File: config.mk
export PLATFORM = sky130hd
export DESIGN_NAME = csr_rmw_unit
export DESIGN_NICKNAME = d
export VERILOG_FILES = /design/src/rtl/csr_pkg.sv /design/src/rtl/csr_rmw_alu.sv /design/src/rtl/csr_rmw_unit.sv
export SDC_FILE = /design/constraint.sdc
export NUM_CORES = 1
export LEC_CHECK = 0
export CAP_MARGIN = 20
export CORE_AREA = 4 4 242 244
export CTS_BUF_LIST = sky130_fd_sc_hd__clkbuf_8
export DETAILED_ROUTE_END_ITERATION = 8
export DIE_AREA = 0 0 246 248
export PLACE_DENSITY = 0.47
export SLEW_MARGIN = 25
export SYNTH_ARGS = -nofsm -noshare
export SYNTH_HDL_FRONTEND = slang
export SYNTH_SLANG_ARGS = --single-unit
File: constraint.sdc
create_clock -name clk -period 7.2 [get_ports clk]
set_input_delay 1.44 -clock clk [delete_from_list [all_inputs] [get_ports clk]]
set_output_delay 1.44 -clock clk [all_outputs]
set_load 0.02 [all_outputs]
File: src/rtl/csr_pkg.sv
// Shared types and sizes for the Zicsr read-modify-write engine.
// Contents: XLEN (from the global `XLEN macro), CSR file geometry,
// funct3 opcode encodings, FSM state encoding and the latched request payload.
`ifndef XLEN
`define XLEN 32
`endif

package csr_pkg;

  localparam int unsigned XLEN      = `XLEN;
  localparam int unsigned CSR_NUM   = 16;
  localparam int unsigned CSR_IDX_W = 4;
  localparam int unsigned OP_W      = 3;

  // funct3 encodings; 000 and 100 are deliberately absent (illegal)
  typedef enum logic [OP_W-1:0] {
    OP_RW  = 3'b001,
    OP_RS  = 3'b010,
    OP_RC  = 3'b011,
    OP_RWI = 3'b101,
    OP_RSI = 3'b110,
    OP_RCI = 3'b111
  } csr_op_e;

  typedef enum logic [1:0] {
    IDLE,
    READ,
    WRITE,
    RESP
  } csr_state_e;

  // Request payload captured at acceptance; op kept raw so illegal codes survive
  typedef struct packed {
    logic [OP_W-1:0]      op;
    logic [CSR_IDX_W-1:0] index;
    logic [XLEN-1:0]      src;
    logic                 src_x0;
  } csr_req_t;

endpackage

File: src/rtl/csr_rmw_alu.sv
// Combinational modify step of a CSR read-modify-write.
// Ports: i_op (funct3), i_old (current CSR value), i_src (rs1 or uimm),
//        i_src_x0 (rs1==x0 / uimm==0); o_new_c (value to write),
//        o_do_wr_c (instruction performs a write).
module csr_rmw_alu
  import csr_pkg::*;
(
  input  logic [OP_W-1:0] i_op,
  input  logic [XLEN-1:0] i_old,
  input  logic [XLEN-1:0] i_src,
  input  logic            i_src_x0,
  output logic [XLEN-1:0] o_new_c,
  output logic            o_do_wr_c
);

  logic [XLEN-1:0] w_src;

  // Immediate forms only carry a 5-bit uimm
  always_comb begin
    w_src = i_src;
    if (i_op == OP_RWI || i_op == OP_RSI || i_op == OP_RCI) begin
      w_src = XLEN'(i_src[4:0]);
    end
  end

  // RW/RWI always write; set/clear forms write only with a nonzero source operand
  always_comb begin
    o_new_c   = i_old;
    o_do_wr_c = !i_src_x0;
    case (i_op)
      OP_RW, OP_RWI: begin
        o_new_c   = w_src;
        o_do_wr_c = 1'b1;
      end
      OP_RS, OP_RSI: o_new_c = i_old | w_src;
      OP_RC, OP_RCI: o_new_c = i_old & ~w_src;
      default:       o_new_c = i_old;
    endcase
  end

endmodule

File: src/rtl/csr_rmw_unit.sv
// Zicsr execution engine: accepts one CSR request at a time, reads the CSR
// file, performs the modify and drives the file's write port, then returns
// the old value (or an illegal-instruction flag) to the core.
// Ports: clk/rst (async active-high); req_* request channel (valid/ready);
//        rsp_* response channel (valid/ready); csr[] read view of the CSR
//        file; wreq/windex/wdata single-cycle write strobe into the file.
module csr_rmw_unit
  import csr_pkg::*;
#(
  parameter logic [CSR_NUM-1:0] RO_MASK = 16'h0001
) (
  input  logic                 clk,
  input  logic                 rst,
  input  logic                 req_valid,
  output logic                 req_ready,
  input  logic [OP_W-1:0]      req_op,
  input  logic [CSR_IDX_W-1:0] req_index,
  input  logic [XLEN-1:0]      req_src,
  input  logic                 req_src_x0,
  output logic                 rsp_valid,
  input  logic                 rsp_ready,
  output logic [XLEN-1:0]      rsp_rdata,
  output logic                 rsp_illegal,
  input  logic [XLEN-1:0]      csr [CSR_NUM],
  output logic                 wreq,
  output logic [CSR_IDX_W-1:0] windex,
  output logic [XLEN-1:0]      wdata
);

  csr_state_e           r_state, w_state_nxt;
  csr_req_t             r_req, w_req_nxt;
  logic                 r_wreq, w_wreq_nxt;
  logic [CSR_IDX_W-1:0] r_windex, w_windex_nxt;
  logic [XLEN-1:0]      r_wdata, w_wdata_nxt;
  logic                 r_rsp_valid, w_rsp_valid_nxt;
  logic [XLEN-1:0]      r_rsp_rdata, w_rsp_rdata_nxt;
  logic                 r_rsp_illegal, w_rsp_illegal_nxt;

  logic [XLEN-1:0]      w_old;
  logic [XLEN-1:0]      w_new;
  logic                 w_do_wr;
  logic                 w_bad_op;
  logic                 w_illegal;

  // Index 0 is hardwired to read as zero regardless of the file contents
  assign w_old = (r_req.index == '0) ? '0 : csr[r_req.index];

  csr_rmw_alu u_alu (
    .i_op      (r_req.op),
    .i_old     (w_old),
    .i_src     (r_req.src),
    .i_src_x0  (r_req.src_x0),
    .o_new_c   (w_new),
    .o_do_wr_c (w_do_wr)
  );

  assign w_bad_op  = (r_req.op == 3'b000) || (r_req.op == 3'b100);
  assign w_illegal = w_bad_op || (w_do_wr && RO_MASK[r_req.index]);

  assign req_ready   = (r_state == IDLE) && !rst;
  assign rsp_valid   = r_rsp_valid;
  assign rsp_rdata   = r_rsp_rdata;
  assign rsp_illegal = r_rsp_illegal;
  assign wreq        = r_wreq;
  assign windex      = r_windex;
  assign wdata       = r_wdata;

  // State and output registers
  always_ff @(posedge clk or posedge rst) begin
    if (rst) begin
      r_state       <= IDLE;
      r_req         <= '0;
      r_wreq        <= 1'b0;
      r_windex      <= '0;
      r_wdata       <= '0;
      r_rsp_valid   <= 1'b0;
      r_rsp_rdata   <= '0;
      r_rsp_illegal <= 1'b0;
    end else begin
      r_state       <= w_state_nxt;
      r_req         <= w_req_nxt;
      r_wreq        <= w_wreq_nxt;
      r_windex      <= w_windex_nxt;
      r_wdata       <= w_wdata_nxt;
      r_rsp_valid   <= w_rsp_valid_nxt;
      r_rsp_rdata   <= w_rsp_rdata_nxt;
      r_rsp_illegal <= w_rsp_illegal_nxt;
    end
  end

  // Next state and next registered outputs; wreq defaults low so it pulses once
  always_comb begin
    w_state_nxt       = r_state;
    w_req_nxt         = r_req;
    w_wreq_nxt        = 1'b0;
    w_windex_nxt      = r_windex;
    w_wdata_nxt       = r_wdata;
    w_rsp_valid_nxt   = r_rsp_valid;
    w_rsp_rdata_nxt   = r_rsp_rdata;
    w_rsp_illegal_nxt = r_rsp_illegal;
    case (r_state)
      IDLE: begin
        if (req_valid && req_ready) begin
          w_req_nxt   = '{op: req_op, index: req_index, src: req_src, src_x0: req_src_x0};
          w_state_nxt = READ;
        end
      end
      READ: begin
        w_rsp_rdata_nxt   = w_illegal ? '0 : w_old;
        w_rsp_illegal_nxt = w_illegal;
        if (w_illegal || !w_do_wr) begin
          w_rsp_valid_nxt = 1'b1;
          w_state_nxt     = RESP;
        end else begin
          w_wreq_nxt   = 1'b1;
          w_windex_nxt = r_req.index;
          w_wdata_nxt  = w_new;
          w_state_nxt  = WRITE;
        end
      end
      WRITE: begin
        w_rsp_valid_nxt = 1'b1;
        w_state_nxt     = RESP;
      end
      RESP: begin
        if (rsp_ready) begin
          w_rsp_valid_nxt = 1'b0;
          w_state_nxt     = IDLE;
        end
      end
      default: w_state_nxt = IDLE;
    endcase
  end

endmodule

run_1/clock_nets.png
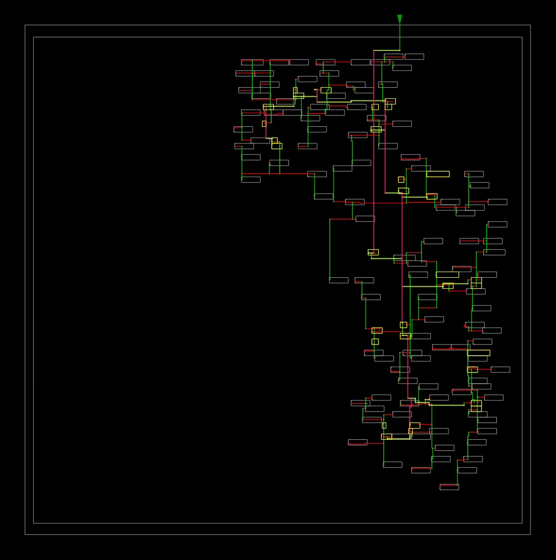
CTS Buf Count: 17
skew final: 0.0137 ns
CLK BUF: 19

run_1/port_trees.png
(1.5 px per um)
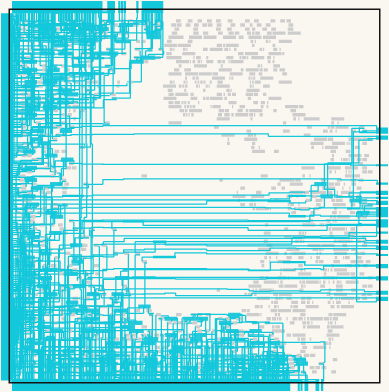
legend:
  cyan:
    port: csr
    bits: 512
    direction: input
    edge: 208 bottom, 180 left, 89 top, 35 right
    end_cells: 128
    wire: 29.5 mm

run_1/gates.png
(2 px per um)
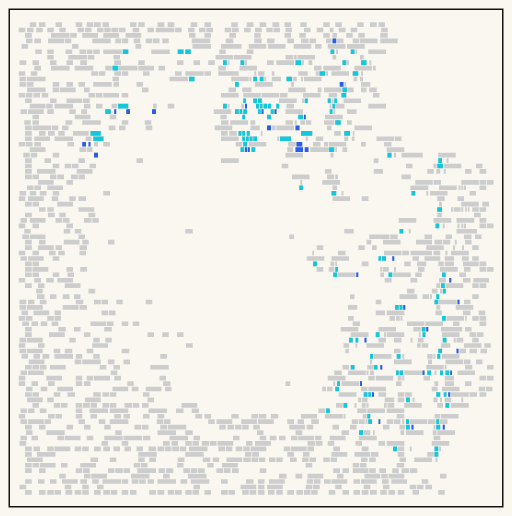
legend:
  cyan:
    family: aoi and oai cells
    cells: 121
    most_used: o22ai_1
  blue:
    family: nor cells
    cells: 36
    most_used: nor2_1

==> flow_summary.ini, run 1 <==
; generated from flow reports
[run_status]
outcome = complete, no violations

[worst_hold_path]
hp-start = windex[1]$_DFFE_PP0P_
min_to = windex[1]$_DFFE_PP0P_
min_path_type = register to register
holdPathStages = 2

[final_layout]
finalInstanceArea_mm2 = 0.0167
drive_above_1_share_pct = 16.6
n_fill_cell = 5921
mi_logic_area_mm2 = 0.00593
area_growth_pct = 78.4
final_common_cell = clkdlybuf4s50_1

[drt]
routed_wl_mm = 61.9
postRouteAntennaNets = 0
drtPass1Iterations = 5
avgRoutedWirePerCell_um = 29.5
drt_first_iter_violations = 498
vias_per_cell = 4.60
drc = 0

[clock_network]
cts.sinks = 113
post_cts_buffers = 0
htreeDepth = 4
clk_path_buf_depth = 2
cts_tree = done
cts_hold_buf = 0
cts_root_buf = clkbuf_8
postCtsResizedCells = 0
clk_latency_ns = 0.47
clkSlewWorstSetupHoldPaths_ns = 0.07

[timing]
fin_crit_ns = 4.23
fmaxAchievable_mhz = 236
timing.final.hold_violations = 0
tightest_slew_ns = 1.07
slew_headroom_pct = 28.7
rsz0062_at_grt = false
tns_ns = 0
fin_ws_ns = 2.97
timing.final.crit_share_pct = 58.8
drv_slew = 0

[pwr]
power_density_mw_per_mm2 = 359
vdd_ir_drop_max_mv = 0.141

[floorplan]
fp.dieW_um = 246
dieArea_mm2 = 0.0610
rows = 87
pin_count = 628
initCoreUtil_pct = 16.6

[placed_design]
numPortBuffers = 627
dpl.hpwl_mm = 51.9
preCtsSetupSlack_ns = 3.00
postPlaceCellArea_mm2 = 0.0162

[global_routing]
grt_max_degree = 80
grt_pass1_vias = 10200
grt_pass1_wl_mm = 82.9
antenna_found_initial = 41

[synthesis]
synth_area_mm2 = 0.00934
syn_nets = 1298
ys_types = 40
postSynthSeqShare_pct = 30.3
syn_inst = 739
yosys_warnings = 0

[critical_path]
cp-start-kind = input pin
reg2reg_from = r_req[33]$_DFFE_PP0P_
crit_fanout = 3
reg2reg_depth = 5
required_ns = 5.76
crit_arrival_ns = 2.79
path_class = input pin to output pin
reg2reg_setup_slack_ns = 3.71

[job]
tool_warnings = 28
-- run 1: per-stage QoR --
stage               utilization, %  hold slack, ns  cells  total power (W)
CTS                           29.6           0.486   2090          0.00608
finish                        29.6           0.480   2097          0.00599
global route                  29.6           0.505   2091          0.00637
detailed placement            28.8           0.467   2058          0.00540
floorplan                        -           0.486    739          0.00376
global placement              28.8           0.462   2058          0.00536
-- run 1: cell families (layout without fill, tap and decap cells) --
group | after synthesis | in the layout | synth area share [%]
xor+xnor | 1 | 1 | 0.0938
fa+ha+maj | 3 | 3 | 0.402
other cells | 0 | 7 | 0
mux | 237 | 237 | 45.4
buf+inv | 114 | 709 | 6.66
compound gates | 133 | 133 | 9.49
flops | 113 | 113 | 30.3
simple gates | 138 | 138 | 7.73
-- run 1: sequential cells by signal (all words and copies together), names as in the netlist --
register	flops
r_state	2
r_req	40
wdata	32
rsp_illegal	1
rsp_rdata	32
wreq	1
windex	4
rsp_valid	1
-- run 1: worst max path at each step --
stage,startpoint,end,slack [ns],cells after the start
after floorplan,rst,r_req[0]$_DFFE_PP0P_,2.77,1
after global placement,rst,req_ready,2.97,3
after detailed placement,rst,req_ready,3.00,3
after CTS,rst,req_ready,2.98,3
after global routing,rst,req_ready,2.90,3
final,rst,req_ready,2.97,3
-- run 1: metal layers --
metal  part of all wire (%)  track usage, %
met4                    1.2            3.20
met5                   0.26               0
met2                     47            31.6
met1                     43            25.7
met3                    8.9            6.67
-- run 1: power breakdown --
| group | switching [W] | internal [W] | leakage [nW] | total [W] |
|---|---|---|---|---|
| logic | 0.00209 | 0.00192 | 4.57 | 0.00401 |
| clock network | 0.000300 | 0.000360 | 0.212 | 0.000660 |
| registers | 0.000389 | 0.000935 | 1.38 | 0.00132 |
-- run 1: cells in the mapped netlist --
master     count  share of area (%)
buf_6          9                1.1
a31oi_1       22                1.5
dfrtp_1      113                 30
nand4b_1      17                1.6
o22ai_1       37                2.5
nand2_1       44                1.8
mux2i_1       29                3.1
nand4_1       17                1.1
o311ai_1       8               0.75
buf_2         35                1.9
o21ai_1        1              0.054
a21oi_2        1              0.094
a22o_1         9               0.84
a221oi_1       6               0.56
o31ai_1        2               0.16
nor2_1        26                1.0
o21ai_0       13               0.70
nor4_1         1              0.067
a221oi_2       3               0.48
o41a_1         1               0.12
or3b_1         1              0.094
a2111oi_0      1              0.094
nand2b_1       2               0.13
and2_1        10               0.67
xnor2_1        1              0.094
a21o_1         2               0.16
o211ai_1       3               0.24
nor2b_1        9               0.60
buf_8          1               0.16
clkbuf_1      21               0.84
mux4_1        44                 12
nand3_1       10               0.54
a21oi_1       24                1.3
mux4_2        84                 20
nand3b_1       1              0.080
buf_12         3               0.64
ha_1           3               0.40
buf_4          6               0.48
mux2_2        80                9.6
inv_1         39                1.6
-- run 1: area by class of cell --
type / instances / share of cell area, %
clock buffer: 19 / 1.57
multi-input combinational: 512 / 35.6
clock inverter: 13 / 0.961
sequential: 113 / 17.1
antenna: 7 / 0.105
tap: 756 / 5.67
timing repair buffer: 638 / 38.2
inverter: 39 / 0.908
-- run 1: worst max-delay path: stages --
cell	delay (ns)
clkdlybuf4s50_1	0.50
nor2b_1	0.22
clkdlybuf4s50_1	0.64
==> run 1 -> run 2 <==
==> constraint.sdc (replaced) <==
create_clock -name clk -period 4.42 [get_ports clk]
set_input_delay 0.884 -clock clk [delete_from_list [all_inputs] [get_ports clk]]
set_output_delay 0.884 -clock clk [all_outputs]
set_load 0.02 [all_outputs]
run_2/port_trees.png
(1.5 px per um)
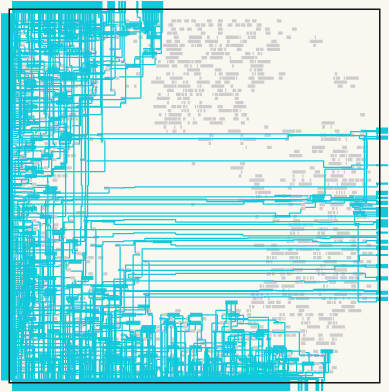
legend:
  cyan:
    port: csr
    bits: 512
    direction: input
    edge: 208 bottom, 180 left, 89 top, 35 right
    end_cells: 128
    wire: 29.6 mm

run_2/ff_map.png
(1.5 px per um) Other sequential cells in the stronger gray, the rest of the logic in the fainter gray.
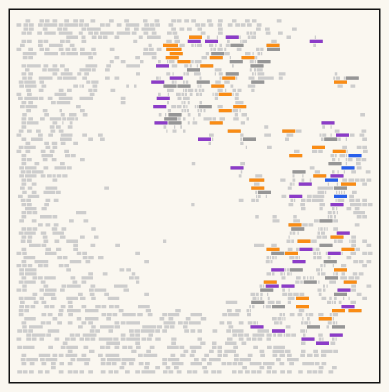
legend:
  orange:
    signal: r_req
    flops: 40
  blue:
    signal: windex
    flops: 4
    where: right middle
  purple:
    signal: rsp_rdata
    flops: 32
not colored: 37
Reg area: 0.00284 mm^2
final core occ: 29.8%

==> run 2 against run 1 <==
Compared with the run above:
- sequential power up 72%
- first-iteration DRC count increased by 19%
- design area up 0.55%
- sequential share of layout area shrank 0.093 points
- setup slack worse by 1.6 ns
- via count decreased by 0.62%
- core utilization grew 0.16 points
- critical path type unchanged
- critical endpoint unchanged
- largest cell class unchanged
==> flow_summary.ini, run 2 <==
; generated from flow reports
[run_status]
outcome = complete, no violations

[floorplan]
initCoreUtil_pct = 16.6
rows = 87
core_mm2 = 0.0563
die_y_um = 248
pin_count = 628
fp.dieW_um = 246
dieArea_mm2 = 0.0610

[drt]
drc = 0
drt_first_iter_violations = 592
avgRoutedWirePerCell_um = 29.8
routed_wl_mm = 63.3
postRouteAntennaNets = 0
drtPass1Iterations = 5
vias_per_cell = 4.52

[critical_path]
required_ns = 3.54
crit_arrival_ns = 2.20
cp-start-kind = input pin
crit_fanout = 3
reg2reg_setup_slack_ns = 1.46
reg2reg_from = r_req[33]$_DFFE_PP0P_
reg2reg_depth = 5
path_class = input pin to output pin

[final_layout]
drive_above_1_share_pct = 17.0
num-nets-final = 1888
top_register = r_req
n_fill_cell = 5824
area_growth_pct = 79.4
fin_cells = 2122
largest_reg_flops = 40
final_common_cell = clkdlybuf4s50_1

[placed_design]
numPortBuffers = 627
place_inst = 2065
dpl.hpwl_mm = 53.1

[clock_network]
cts.sinks = 113
post_cts_buffers = 0
clk_latency_ns = 0.46
postCtsResizedCells = 0
cts_hold_buf = 0
htreeDepth = 4
cts_root_buf = clkbuf_8
cts_tree = done
numCtsBuffers = 17
clkSlewWorstSetupHoldPaths_ns = 0.08
clk_path_buf_depth = 2

[synthesis]
top_cells_by_count = dfrtp_1 (113), mux4_2 (84), mux2_2 (80)
synth-edff-count = 0
post-synth-top-count-cell = dfrtp_1
syn_nets = 1298
top_area_cell = dfrtp_1
syn_avg_cell_area_um2 = 12.6
yosysTopAreaCellShare_pct = 30.3
synth_area_mm2 = 0.00934
ys_types = 40
syn_inst = 739
area_leaders = dfrtp_1 (30%), mux4_2 (20%), mux4_1 (12%)
yosys_warnings = 0
ys.flop_type = dfrtp_1
postSynthSeqShare_pct = 30.3
ys_async_sr_fraction_pct = 100

[timing]
timing.final.crit_share_pct = 69.8
drv_slew = 0
tightest_slew_ns = 1.02
fmaxAchievable_mhz = 324
fin_crit_ns = 3.09
slew_headroom_pct = 32.1
timing.final.hold_violations = 0
tns_ns = 0
skew_ns = 0.0108
rsz0062_at_grt = false

[worst_hold_path]
holdPathStages = 2
hp-start = windex[3]$_DFFE_PP0P_
min_to = windex[3]$_DFFE_PP0P_
min_path_type = register to register

[global_routing]
grt_pass1_wl_mm = 83.9
grt_pass1_vias = 10200
antenna_found_initial = 48
grt_max_degree = 64

[pwr]
power_density_mw_per_mm2 = 585
vdd_ir_drop_max_mv = 0.285

[job]
tool_warnings = 28
run 2: cell counts after synthesis:
No cell type changed its count.
run 2: metal layers:
layer	share of wire (%)	track usage, %	vias up	wire [um]
met5	0.17	0	-	107
met4	1.4	4.76	20	909
met3	13	8.81	72	8150
met2	46	31.1	495	29100
met1	39	25.3	4781	25000
li1	-	-	4222	-
run 2: layout make-up:
class                   count  area [um^2]  area share, %
multi-input cells         512         5930           35.4
clock buffers              18          248           1.48
flip-flops and latches    113         2840           17.0
diodes                     24         60.1          0.358
well taps                 756          946           5.64
clock inverters            14          144          0.858
repair buffers            646         6440           38.4
inverters                  39          149          0.888
run 2: worst max-delay path, cell delays in order:
cell and delay [ns]:
clkdlybuf4s50_1 0.47, nor2b_1 0.21, clkdlybuf4s50_1 0.63
run 2: worst max path at each step:
stage | to | startpoint | slack [ns]
detailed placement | wdata[13]$_DFFE_PP0P_ | csr[77] | 1.16
CTS | wdata[13]$_DFFE_PP0P_ | r_req[35]$_DFFE_PP0P_ | 1.22
global route | wdata[29]$_DFFE_PP0P_ | r_req[33]$_DFFE_PP0P_ | 1.14
floorplan | r_req[0]$_DFFE_PP0P_ | rst | 0.55
global placement | wdata[13]$_DFFE_PP0P_ | csr[77] | 1.18
finish | req_ready | rst | 1.33
run 2: stage by stage:
step	hold WS, ns	total power [W]	setup WS (ns)	area (um^2)
final	0.485	0.00981	1.33	16800
after global routing	0.519	0.0104	1.14	16700
after CTS	0.488	0.00993	1.22	16700
after detailed placement	0.468	0.00888	1.16	16300
after global placement	0.468	0.00882	1.18	16300
after floorplan	0.486	0.00612	0.549	9340
run 2: logic make-up after synthesis:
| family | count (synthesis) | share of synthesized area [%] |
|---|---|---|
| AND-OR/OR-AND | 133 | 9.49 |
| flip-flops | 113 | 30.3 |
| adder cells (fa/ha/maj) | 3 | 0.402 |
| XOR/XNOR | 1 | 0.0938 |
| buffers and inverters | 114 | 6.66 |
| AND/OR/NAND/NOR | 138 | 7.73 |
| multiplexers | 237 | 45.4 |
run 2: where the power goes:
group	internal, W	switching, W
clock network	0.000512	0.000502
registers	0.00152	0.000753
logic	0.00317	0.00335
total	0.00520	0.00460
==> run 2 -> run 3 <==
--- a/config.mk
+++ b/config.mk
@@ -10,7 +10,7 @@
 export CTS_BUF_LIST = sky130_fd_sc_hd__clkbuf_8
 export DETAILED_ROUTE_END_ITERATION = 8
 export DIE_AREA = 0 0 246 248
-export PLACE_DENSITY = 0.47
+export PLACE_DENSITY = 0.48
 export SLEW_MARGIN = 25
 export SYNTH_ARGS = -nofsm -noshare
 export SYNTH_HDL_FRONTEND = slang
==> constraint.sdc (replaced) <==
create_clock -name clk -period 2.8 [get_ports clk]
set_input_delay 0.56 -clock clk [delete_from_list [all_inputs] [get_ports clk]]
set_output_delay 0.56 -clock clk [all_outputs]
set_load 0.02 [all_outputs]
run_3/port_trees.png
(1.5 px per um)
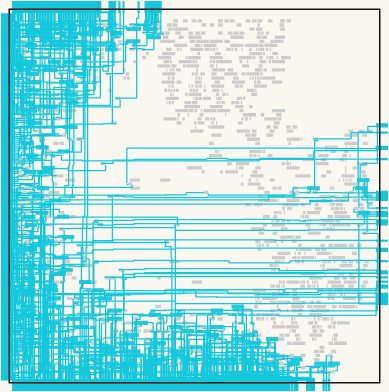
legend:
  cyan:
    port: csr
    bits: 512
    direction: input
    edge: 214 bottom, 180 left, 84 top, 34 right
    end_cells: 128
    wire: 28.6 mm

run_3/gates.png
(2 px per um)
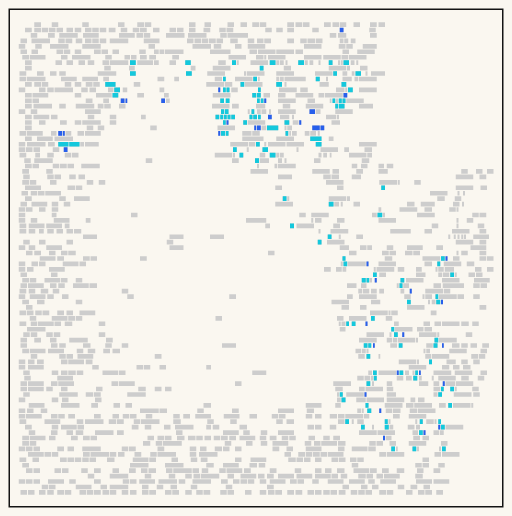
legend:
  blue:
    family: nor cells
    cells: 36
    most_used: nor2_1
    where: all over the die
  cyan:
    family: aoi and oai cells
    cells: 121
    most_used: o22ai_1
non-filler cells, final: 2,135
dominant logic cell type in the layout: clkdlybuf4s50_1

==> run 3 against run 2 <==
Compared with the run above:
- clock power is about 70% higher
- global-route usage down 0.60 points
- first-iteration DRC count is 13% lower
- setup slack lost 1.0 ns
- final cell count rose by 0.61%
- via count increased by 1.6%
- largest power group unchanged
- sequential cell count did not move
- total power grew 63%
- clock skew is 0.0022 ns higher
==> flow_summary.ini, run 3 <==
; generated from flow reports
[job]
tool_warnings = 28

[run_status]
outcome = complete, no violations

[timing]
tns_ns = 0
timing.final.hold_violations = 0
timing.final.crit_share_pct = 89.7
slew_headroom_pct = 31.9
fin_ws_ns = 0.287
skew_ns = 0.0131
drv_slew = 0
rsz0062_at_grt = false
tightest_slew_ns = 1.02
fin_crit_ns = 2.51
fmaxAchievable_mhz = 398

[pwr]
clkPwrFrac_pct = 10.8
sw_frac_of_total_pct = 45.6
p_total_w = 0.0159
switchingPower_w = 0.00726
vdd_ir_drop_max_mv = 0.454
p_comb_share_pct = 68.0
power_density_mw_per_mm2 = 934
p_int_w = 0.00868

[critical_path]
cp_top_family = AND-OR/OR-AND gates
required_ns = 3.13
crit_buf_inv = 1
cp-start-kind = register
path_class = register to register
slowest_stage = dfrtp_4
cp_slowest_stage_delay_ns = 0.70
crit_fanout = 21
crit_arrival_ns = 2.84

[drt]
drt_first_iter_violations = 516
postRouteAntennaNets = 0
drtPass1Iterations = 4
routed_wl_mm = 61.7

[placed_design]
place_congestion = 0.878
dpl.hpwl_mm = 52.6
numPortBuffers = 627

[synthesis]
logic_family = multiplexers
syn_avg_cell_area_um2 = 12.6
synth-edff-count = 0
ys_types = 40
top_area_cell = dfrtp_1
yosysTopAreaCellShare_pct = 30.3
yosys_warnings = 0
adder_share_pct = 0.402
synth-simple-area-share_pct = 7.73
syn_nets = 1298
ys_sh_mux_pct = 45.4
post-synth-top-count-cell = dfrtp_1
ys.flops = 113
synth_area_mm2 = 0.00934
syn_inst = 739
area_leaders = dfrtp_1 (30%), mux4_2 (20%), mux4_1 (12%)
synthAoiAreaFrac_pct = 9.49
top_cells_by_count = dfrtp_1 (113), mux4_2 (84), mux2_2 (80)

[global_routing]
antenna_found_initial = 50
grt_pass1_wl_mm = 81.5
grt_max_degree = 71
grt_pass1_vias = 10200

[clock_network]
numCtsBuffers = 17
cts_root_buf = clkbuf_8
clkSlewWorstSetupHoldPaths_ns = 0.08
clk_latency_ns = 0.47
clk_path_buf_depth = 2
cts_hold_buf = 0
htreeDepth = 4
cts.sinks = 113
cts_tree = done

[floorplan]
pin_count = 628
rows = 87
initCoreUtil_pct = 16.6
dieArea_mm2 = 0.0610
fp.dieW_um = 246
die_y_um = 248

[final_layout]
top_register = r_req
final_core_util_pct = 30.3
largest_reg_flops = 40
num-nets-final = 1910
drive_above_1_share_pct = 18.5
area_growth_pct = 82.7

[worst_hold_path]
min_path_type = register to register
-- run 3: logic make-up after synthesis --
family	count (synthesis)
AOI/OAI and AO/OA	133
muxes	237
xor gates and xnor gates	1
adders and majority gates	3
DFF	113
and+or+nand+nor	138
buffers and inverters	114
-- run 3: power groups by stage --
stage	registers, W	logic, W	clock network, W
finish	0.00337	0.0108	0.00172
global route	0.00350	0.0116	0.00183
CTS	0.00339	0.0110	0.00177
detailed placement	0.00342	0.0110	0
global placement	0.00340	0.0109	0
floorplan	0.00330	0.00636	0
-- run 3: path summary, 6_finish.rpt --
kind	start	endpoint	slack (ns)	cells past startpoint
max	r_req[33]$_DFFE_PP0P_	wdata[24]$_DFFE_PP0P_	0.29	5
max in group asynchronous	rst	rsp_rdata[21]$_DFFE_PP0P_	1.79	3
max reg2reg	r_req[33]$_DFFE_PP0P_	wdata[24]$_DFFE_PP0P_	0.29	5
min	windex[3]$_DFFE_PP0P_	windex[3]$_DFFE_PP0P_	0.49	2
min in group asynchronous	rst	rsp_rdata[24]$_DFFE_PP0P_	0.60	3
min reg2reg	windex[3]$_DFFE_PP0P_	windex[3]$_DFFE_PP0P_	0.49	2
-- run 3: worst min-delay path, stage by stage, from the launching register on --
cell and delay, ns:
dfrtp_1 0.35, nand2_1 0.05, nand2_1 0.05
-- run 3: final cells by class --
| cell class | count | area, um^2 |
|---|---|---|
| timing repair buffer | 668 | 6740 |
| tap | 756 | 946 |
| clock buffer | 18 | 248 |
| sequential | 113 | 2840 |
| clock inverter | 14 | 181 |
| antenna | 15 | 37.5 |
| inverter | 39 | 150 |
| multi-input combinational | 512 | 5930 |
| fill | 5776 | 39200 |
-- run 3: layer usage --
metal,up-vias,global-route usage (%),share of wire [%]
met3,79,6.60,8.3
met1,4888,25.3,44
met4,18,5.66,2.2
met2,510,30.2,46
li1,4246,-,-
met5,-,0,0.18
-- run 3: timing repair --
action                                  4_1_cts  5_1_grt
hold endpoints to repair                      0        0
setup buffers                                 0        0
endpoints found under the setup margin        0        1
resized                                       0        1
-- run 3: per-stage QoR --
stage | std cells | cell area, um^2
3_5_place_dp | 2088 | 16600
6_report | 2135 | 17100
5_1_grt | 2130 | 17100
2_1_floorplan | 739 | 9350
3_3_place_gp | 2088 | 16600
4_1_cts | 2120 | 17000
Power is estimated from default activity; no workload was simulated.
